**Run 1: placement by cell class**

Scale bar: 20 um.
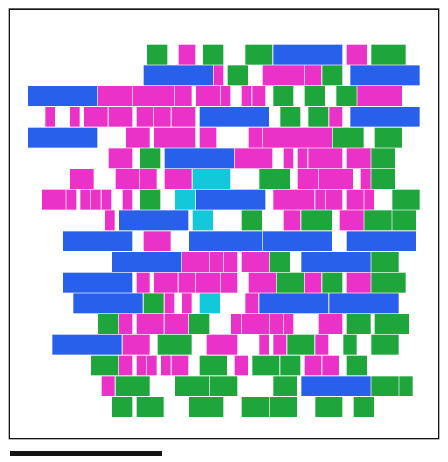
**Run 1: PDN straps and rails**

Scale bar: 20 um. Pins as bars on the die edge. Tap cells in gray.
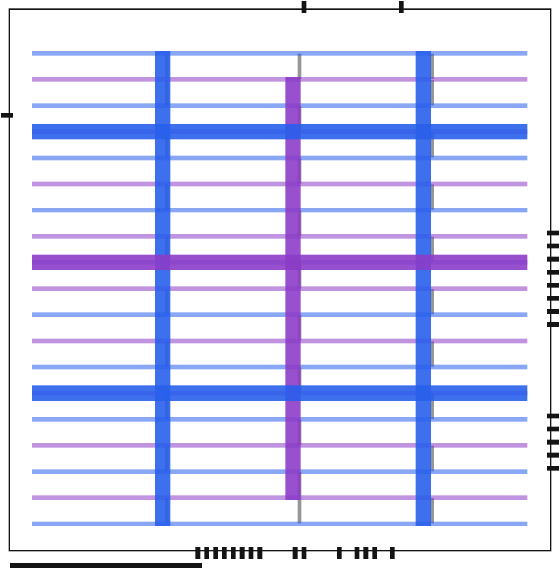
**Run 1: congestion heat map**

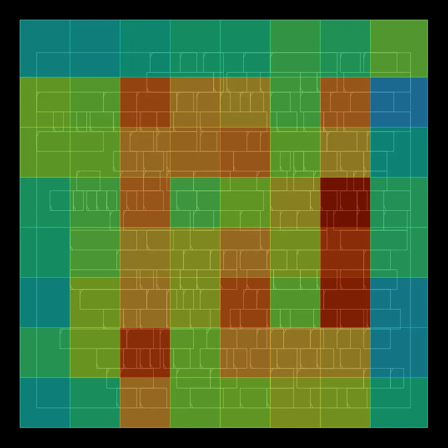
**Run 1: wiring by layer**

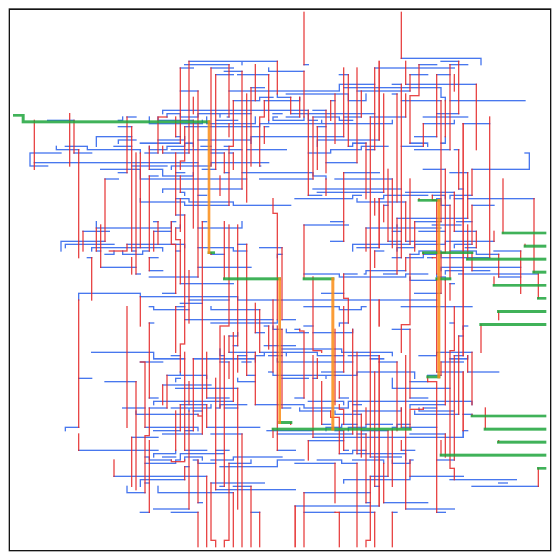
<file path="src/rtl/random_pkg.sv">
`default_nettype none
// ============================================================================
// Module      : random_pkg
// Description : Shared types and helpers for the LFSR random code generator.
//               - fsm_t       : sampler states (SEARCH, VALID)
//               - c_taps_w*   : maximal-length feedback masks for common widths
//               - lfsr_next() : one Fibonacci shift step on a 32-bit container
// Revision    : 1.0 - initial release
// ============================================================================
package random_pkg;

  // Sampler state: SEARCH hunts for an acceptable candidate, VALID holds it.
  typedef enum logic [0:0] {
    SEARCH = 1'b0,
    VALID  = 1'b1
  } fsm_t;

  // Maximal-length feedback masks (bit i set = state[i] feeds the XOR).
  localparam logic [3:0]  c_taps_w4  = 4'h9;
  localparam logic [7:0]  c_taps_w8  = 8'hB8;
  localparam logic [15:0] c_taps_w16 = 16'hB400;
  localparam logic [31:0] c_taps_w32 = 32'h80200003;

  // One Fibonacci step: shift left, feedback bit enters at bit 0.
  // Callers zero-extend a narrower state and mask into 32 bits, then keep
  // only their low WIDTH bits; unused upper tap bits must be zero.
  function automatic logic [31:0] lfsr_next(input logic [31:0] state,
                                            input logic [31:0] taps);
    return {state[30:0], ^(state & taps)};
  endfunction

endpackage
`default_nettype wire

</file>
<file path="src/rtl/lfsr_core.sv">
`default_nettype none
// ============================================================================
// Module      : lfsr_core
// Description : WIDTH-bit Fibonacci LFSR with seed load and lock-up guard.
//   clk      in  : rising-edge clock
//   preset_n in  : asynchronous active-low reset (state <= SEED)
//   en       in  : advance one step this cycle
//   load     in  : load seed this cycle (wins over en)
//   seed     in  : seed value; zero is replaced by SEED
//   state    out : current LFSR state
// Revision    : 1.0 - initial release
// ============================================================================
module lfsr_core
  import random_pkg::*;
#(
  parameter int               WIDTH = 8,
  parameter logic [WIDTH-1:0] TAPS  = c_taps_w8,
  parameter logic [WIDTH-1:0] SEED  = 8'h01
) (
  input  logic             clk,
  input  logic             preset_n,
  input  logic             en,
  input  logic             load,
  input  logic [WIDTH-1:0] seed,
  output logic [WIDTH-1:0] state
);

  logic [WIDTH-1:0] r_state;
  logic [WIDTH-1:0] w_step;
  logic [WIDTH-1:0] w_next;

  always_comb begin
    w_step = WIDTH'(lfsr_next(32'(r_state), 32'(TAPS)));
    w_next = r_state;
    if (load) begin
      // An all-zero seed would lock the register; substitute SEED.
      w_next = (seed == '0) ? SEED : seed;
    end else if (en) begin
      // With a non-maximal tap mask a step can still reach zero.
      w_next = (w_step == '0) ? SEED : w_step;
    end
  end

  always_ff @(posedge clk or negedge preset_n) begin
    if (!preset_n) begin
      r_state <= SEED;
    end else begin
      r_state <= w_next;
    end
  end

  assign state = r_state;

endmodule
`default_nettype wire

</file>
<file path="src/rtl/lfsr_random_gen.sv">
`default_nettype none
// ============================================================================
// Module      : lfsr_random_gen
// Description : Bounded pseudo-random code source. An LFSR supplies one
//               OUT_W-bit candidate per enabled cycle; candidates at or above
//               a runtime limit are rejected, and after MAX_TRIES consecutive
//               rejections a fallback 0 is delivered instead. Samples leave
//               over a valid/ready handshake and are held until taken.
//   clk         in  : rising-edge clock
//   preset_n    in  : asynchronous active-low reset
//   en_i        in  : advance LFSR and sampler this cycle
//   seed_we_i   in  : load seed_i (restarts sampling)
//   seed_i      in  : seed value, zero maps to SEED
//   limit_i     in  : accept candidate only if below this; 0 = no limit
//   rnd_valid_o out : sample available
//   rnd_ready_i in  : consumer accepts sample
//   rnd_o       out : held sample
//   fallback_o  out : held sample is the fallback 0
//   state_o     out : raw LFSR state (debug)
// Revision    : 1.0 - initial release
// ============================================================================
module lfsr_random_gen
  import random_pkg::*;
#(
  parameter int               WIDTH     = 8,
  parameter int               OUT_W     = 4,
  parameter logic [WIDTH-1:0] TAPS      = c_taps_w8,
  parameter logic [WIDTH-1:0] SEED      = 8'h01,
  parameter int               MAX_TRIES = 4
) (
  input  logic             clk,
  input  logic             preset_n,
  input  logic             en_i,
  input  logic             seed_we_i,
  input  logic [WIDTH-1:0] seed_i,
  input  logic [OUT_W-1:0] limit_i,
  output logic             rnd_valid_o,
  input  logic             rnd_ready_i,
  output logic [OUT_W-1:0] rnd_o,
  output logic             fallback_o,
  output logic [WIDTH-1:0] state_o
);

  localparam logic [7:0] c_last_try = 8'(MAX_TRIES - 1);

  fsm_t             r_fsm;
  fsm_t             w_fsm_next;
  logic [7:0]       r_tries;
  logic [7:0]       w_tries_next;
  logic [OUT_W-1:0] r_rnd;
  logic [OUT_W-1:0] w_rnd_next;
  logic             r_fallback;
  logic             w_fallback_next;

  logic [WIDTH-1:0] w_state;
  logic [OUT_W-1:0] w_cand;
  logic             w_accept;

  lfsr_core #(
    .WIDTH (WIDTH),
    .TAPS  (TAPS),
    .SEED  (SEED)
  ) u_lfsr (
    .clk      (clk),
    .preset_n (preset_n),
    .en       (en_i),
    .load     (seed_we_i),
    .seed     (seed_i),
    .state    (w_state)
  );

  // Candidate is taken from the state before this cycle's step.
  assign w_cand   = w_state[OUT_W-1:0];
  assign w_accept = (limit_i == '0) || (w_cand < limit_i);

  always_comb begin
    w_fsm_next      = r_fsm;
    w_tries_next    = r_tries;
    w_rnd_next      = r_rnd;
    w_fallback_next = r_fallback;

    if (seed_we_i) begin
      // A new seed discards any held sample; a transfer coinciding with the
      // load has already been seen by the consumer, so nothing is lost.
      w_fsm_next      = SEARCH;
      w_tries_next    = '0;
      w_fallback_next = 1'b0;
    end else begin
      case (r_fsm)
        SEARCH: begin
          if (en_i) begin
            if (w_accept) begin
              w_rnd_next      = w_cand;
              w_fallback_next = 1'b0;
              w_tries_next    = '0;
              w_fsm_next      = VALID;
            end else if (r_tries == c_last_try) begin
              w_rnd_next      = '0;
              w_fallback_next = 1'b1;
              w_tries_next    = '0;
              w_fsm_next      = VALID;
            end else begin
              w_tries_next = r_tries + 8'd1;
            end
          end
        end
        VALID: begin
          // The handshake completes regardless of en_i.
          if (rnd_ready_i) begin
            w_fsm_next = SEARCH;
          end
        end
        default: begin
          w_fsm_next = SEARCH;
        end
      endcase
    end
  end

  always_ff @(posedge clk or negedge preset_n) begin
    if (!preset_n) begin
      r_fsm      <= SEARCH;
      r_tries    <= '0;
      r_rnd      <= '0;
      r_fallback <= 1'b0;
    end else begin
      r_fsm      <= w_fsm_next;
      r_tries    <= w_tries_next;
      r_rnd      <= w_rnd_next;
      r_fallback <= w_fallback_next;
    end
  end

  assign rnd_valid_o = (r_fsm == VALID);
  assign rnd_o       = r_rnd;
  assign fallback_o  = r_fallback;
  assign state_o     = w_state;

endmodule
`default_nettype wire

</file>
<file path="config.mk">
export PLATFORM = sky130hd
export DESIGN_NAME = lfsr_random_gen
export DESIGN_NICKNAME = d
export VERILOG_FILES = /design/src/rtl/random_pkg.sv /design/src/rtl/lfsr_core.sv /design/src/rtl/lfsr_random_gen.sv
export SDC_FILE = /design/constraint.sdc
export NUM_CORES = 1
export LEC_CHECK = 0
export CAP_MARGIN = 10
export CORE_MARGIN = 2
export CORE_UTILIZATION = 43
export DETAILED_ROUTE_END_ITERATION = 10
export MAX_ROUTING_LAYER = met4
export PLACE_DENSITY = 0.75
export RECOVER_POWER = 50
export SETUP_SLACK_MARGIN = 0.15
export SLEW_MARGIN = 5
export SYNTH_ARGS = -nofsm -noshare
export SYNTH_HDL_FRONTEND = slang
export SYNTH_SLANG_ARGS = --single-unit
export TNS_END_PERCENT = 100
</file>
<file path="constraint.sdc">
create_clock -name clk -period 1.7 [get_ports clk]
set_input_delay 0.34 -clock clk [delete_from_list [all_inputs] [get_ports clk]]
set_output_delay 0.34 -clock clk [all_outputs]
set_load 0.005 [all_outputs]
</file>
==> metrics.cfg, run 1 <==
[yosys]
netlist_area_um2 = 1170
synth.logic.top_family = simple AND/OR/NAND/NOR gates
synthFlopType = dfrtp_1

[die]
core_um2 = 2520
die_y_um = 56.2
die_w_um = 56.2
dieArea_um2 = 3160
fp_util_pct = 46.4
io_pins = 31

[worst_setup_path]
cp_top_family = simple AND/OR/NAND/NOR gates
crit_start = u_lfsr.state[3]
endpoint_kind = flip-flop

[power]
sw_frac_of_total_pct = 28.1
p_seq_share_pct = 45.2
power_uw = 1370
p_sw_uw = 387
power_frac_clock_pct = 21.1
combinationalPowerShare_pct = 33.7
seq-power_uw = 621

[run]
warnings = 29

[cts]
insertion_delay_ns = 0.30
cts_root_buf = clkbuf_4
postCtsResizedCells = 21

[placement]
pre_cts_slack_ns = -0.622
port_buffers = 30

[min_path]
min_from = rnd_o[3]
hold_path_class = flip-flop to flip-flop

[outcome]
violations = setup timing
status = complete, but fails checks

[finish]
inverters_excl_clock = 3
flops = 22
largest_class = logic gates
final_cell_mix = dfrtp_1, buf_4, clkdlybuf4s50_1
multi_input_comb_cells = 88

[global_route]
use_met2_pct = 32.9

[final_timing]
setup_ws_ns = -0.142
setup_viol = 12

[drt]
drc = 0

About 'placement by cell class':
class	color	cells	share of their area
clock drivers and dummy loads	cyan	4	2.1%
other buffers and delay cells	green	55	29%
all other logic	magenta	91	38%
flip-flops	blue	22	32%
Core Rows: 18
Final Cell Area: 1790 um^2
Seq area share: 30.9%
fin util: 70.9%

About 'PDN straps and rails':
net	color
VDD	purple
VSS	blue
met5 straps	3
rows	18
tap cells	30
met1 rails	19
signal pins	31

About 'congestion heat map':
most used routing layer: met2
met1 Resource Use GR: 24.7%
WL/cell: 15.1 um
global routing usage on met3: 3.72%

About 'wiring by layer':
layer	color	wire length
met1	blue	1410 um
met4	orange	62.6 um
met3	green	118 um
met2	red	1470 um
routed wire length: 3060 um
Total GRT Usage: 20.2%

**Run 1: clock network drawn from the DEF**

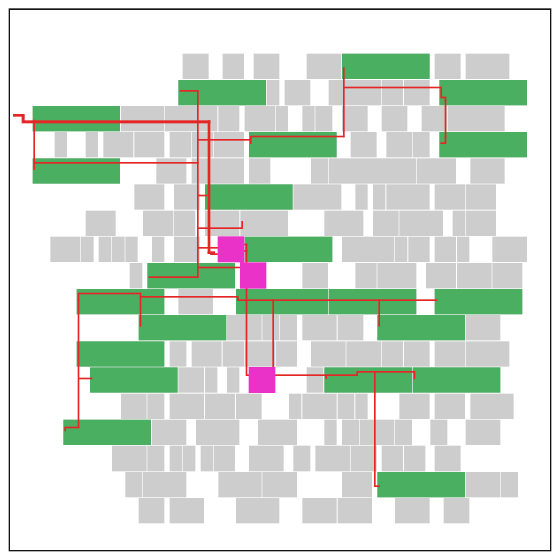

## Run 2: what changed since run 1
--- a/config.mk
+++ b/config.mk
@@ -5,12 +5,13 @@
 export SDC_FILE = /design/constraint.sdc
 export NUM_CORES = 1
 export LEC_CHECK = 0
+export ABC_AREA = 1
 export CAP_MARGIN = 10
 export CORE_MARGIN = 2
-export CORE_UTILIZATION = 43
+export CORE_UTILIZATION = 44
 export DETAILED_ROUTE_END_ITERATION = 10
 export MAX_ROUTING_LAYER = met4
-export PLACE_DENSITY = 0.75
+export PLACE_DENSITY = 0.74
 export RECOVER_POWER = 50
 export SETUP_SLACK_MARGIN = 0.15
 export SLEW_MARGIN = 5
**Run 2: clock network drawn from the DEF**

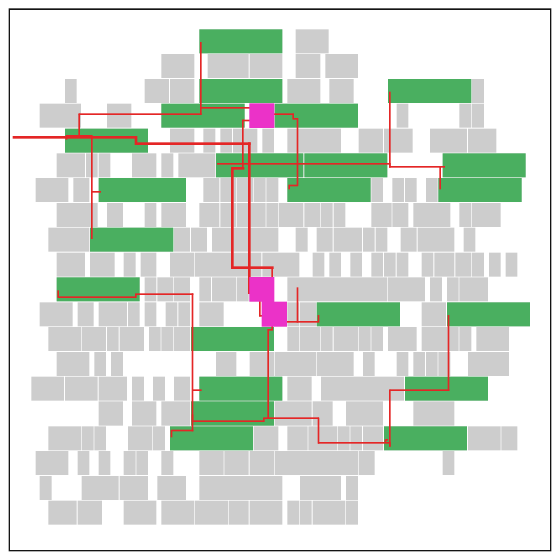
[clock wires] red | length: 267 um
[cells driving clock nets] magenta | count: 3
[flip-flops] green | count: 22
routed clock nets	4
Clk. pwr: 405 uW
Clk pwr share: 25.4%
Clk Latency, worst-skew pair: 0.31 ns
clk_skew: 0.00710 ns

==> metrics.cfg, run 2 <==
[finish]
final_cell_mix = nand2_1, buf_4, nor2_1, dfrtp_1, inv_1
buf_share_pct = 26.4
flops = 22
multi_input_comb_cells = 116
largest_class = logic gates
lay_top_count = nand2_1
comb_area_um2 = 728
buffers = 59
sh_seq_area_pct = 27.3
fin_util_pct = 68.1
nClkBuffers = 3
syn2layout_area_growth_pct = 51.3
stdcell_area_um2 = 2030
inverters_excl_clock = 27

[cts]
htree_levels = 1
postCtsResizedCells = 7
cts_root_buf = clkbuf_4
cts_hold_buf = 0

[outcome]
status = finished, final reports clean

[yosys]
top_cell = nand2_1
synth_chip_area_um2 = 1340
synthFlopType = dfrtp_1
netlist_area_um2 = 1340
synth.logic.top_family = simple AND/OR/NAND/NOR gates
ys_warn_count = 0
netlist_instances = 166

[worst_setup_path]
worst-r2r-cell-count = 10
criticalPathCategory = flip-flop to output pin
arrival_ns = 1.21
cpMostUsedCell = buf_4
crit_chain = buf_4 > buf_4 > clkdlybuf4s15_1
cp_top_family = buffers and inverters
endpoint_kind = output pin
crit_start = u_lfsr.state[3]

[global_route]
grt.busiest_layer = met2
antenna_found_initial = 0
use_met1_pct = 24.7
use_met2_pct = 37.7
grt_pass1_vias = 1338
grtUsageTotal_pct = 21.6
met3_usage_pct = 3.49

[die]
core_um2 = 2980
rows = 20
io_pins = 31
dieArea_um2 = 3500
fp_util_pct = 45.0

[power]
power_uw = 1590
seq-power_uw = 625
p_sw_uw = 473
combinationalPowerShare_pct = 35.4
comb-power_uw = 564
p_seq_share_pct = 39.2
sw_frac_of_total_pct = 29.7

[placement]
port_buffers = 30
pre_cts_slack_ns = -0.222

[final_timing]
period_needed_ns = 1.55
min_period_over_period_pct = 91.2
setup_viol = 0
setup_ws_ns = 0.150

[min_path]
hold_path_class = primary input to asynchronous set/reset pin

[run]
warnings = 27

[drt]
wl_per_cell_um = 13.8
drc = 0
wirelength_um = 3610

**Run 2: PDN straps and rails**

Scale bar: 20 um. Pins as bars on the die edge. Tap cells in gray.
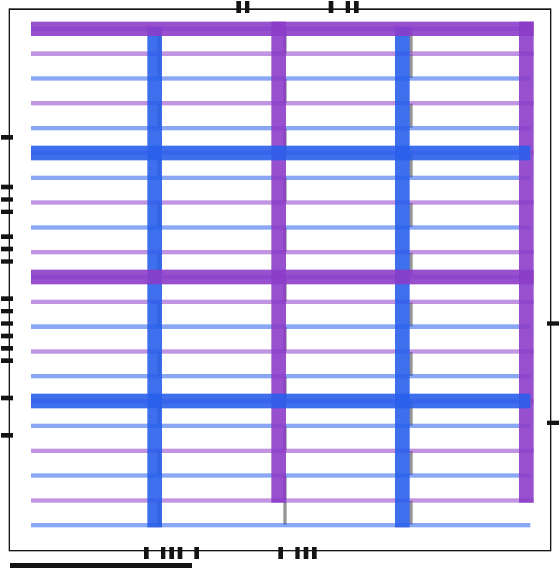
net	color
VDD	purple
VSS	blue
rows	20
signal pins	31
met1 rails	21
tap cells	33
die y size: 59.2 um
Die Width: 59.2 um

No activity file was given, so power comes from the tool's default toggle rates.
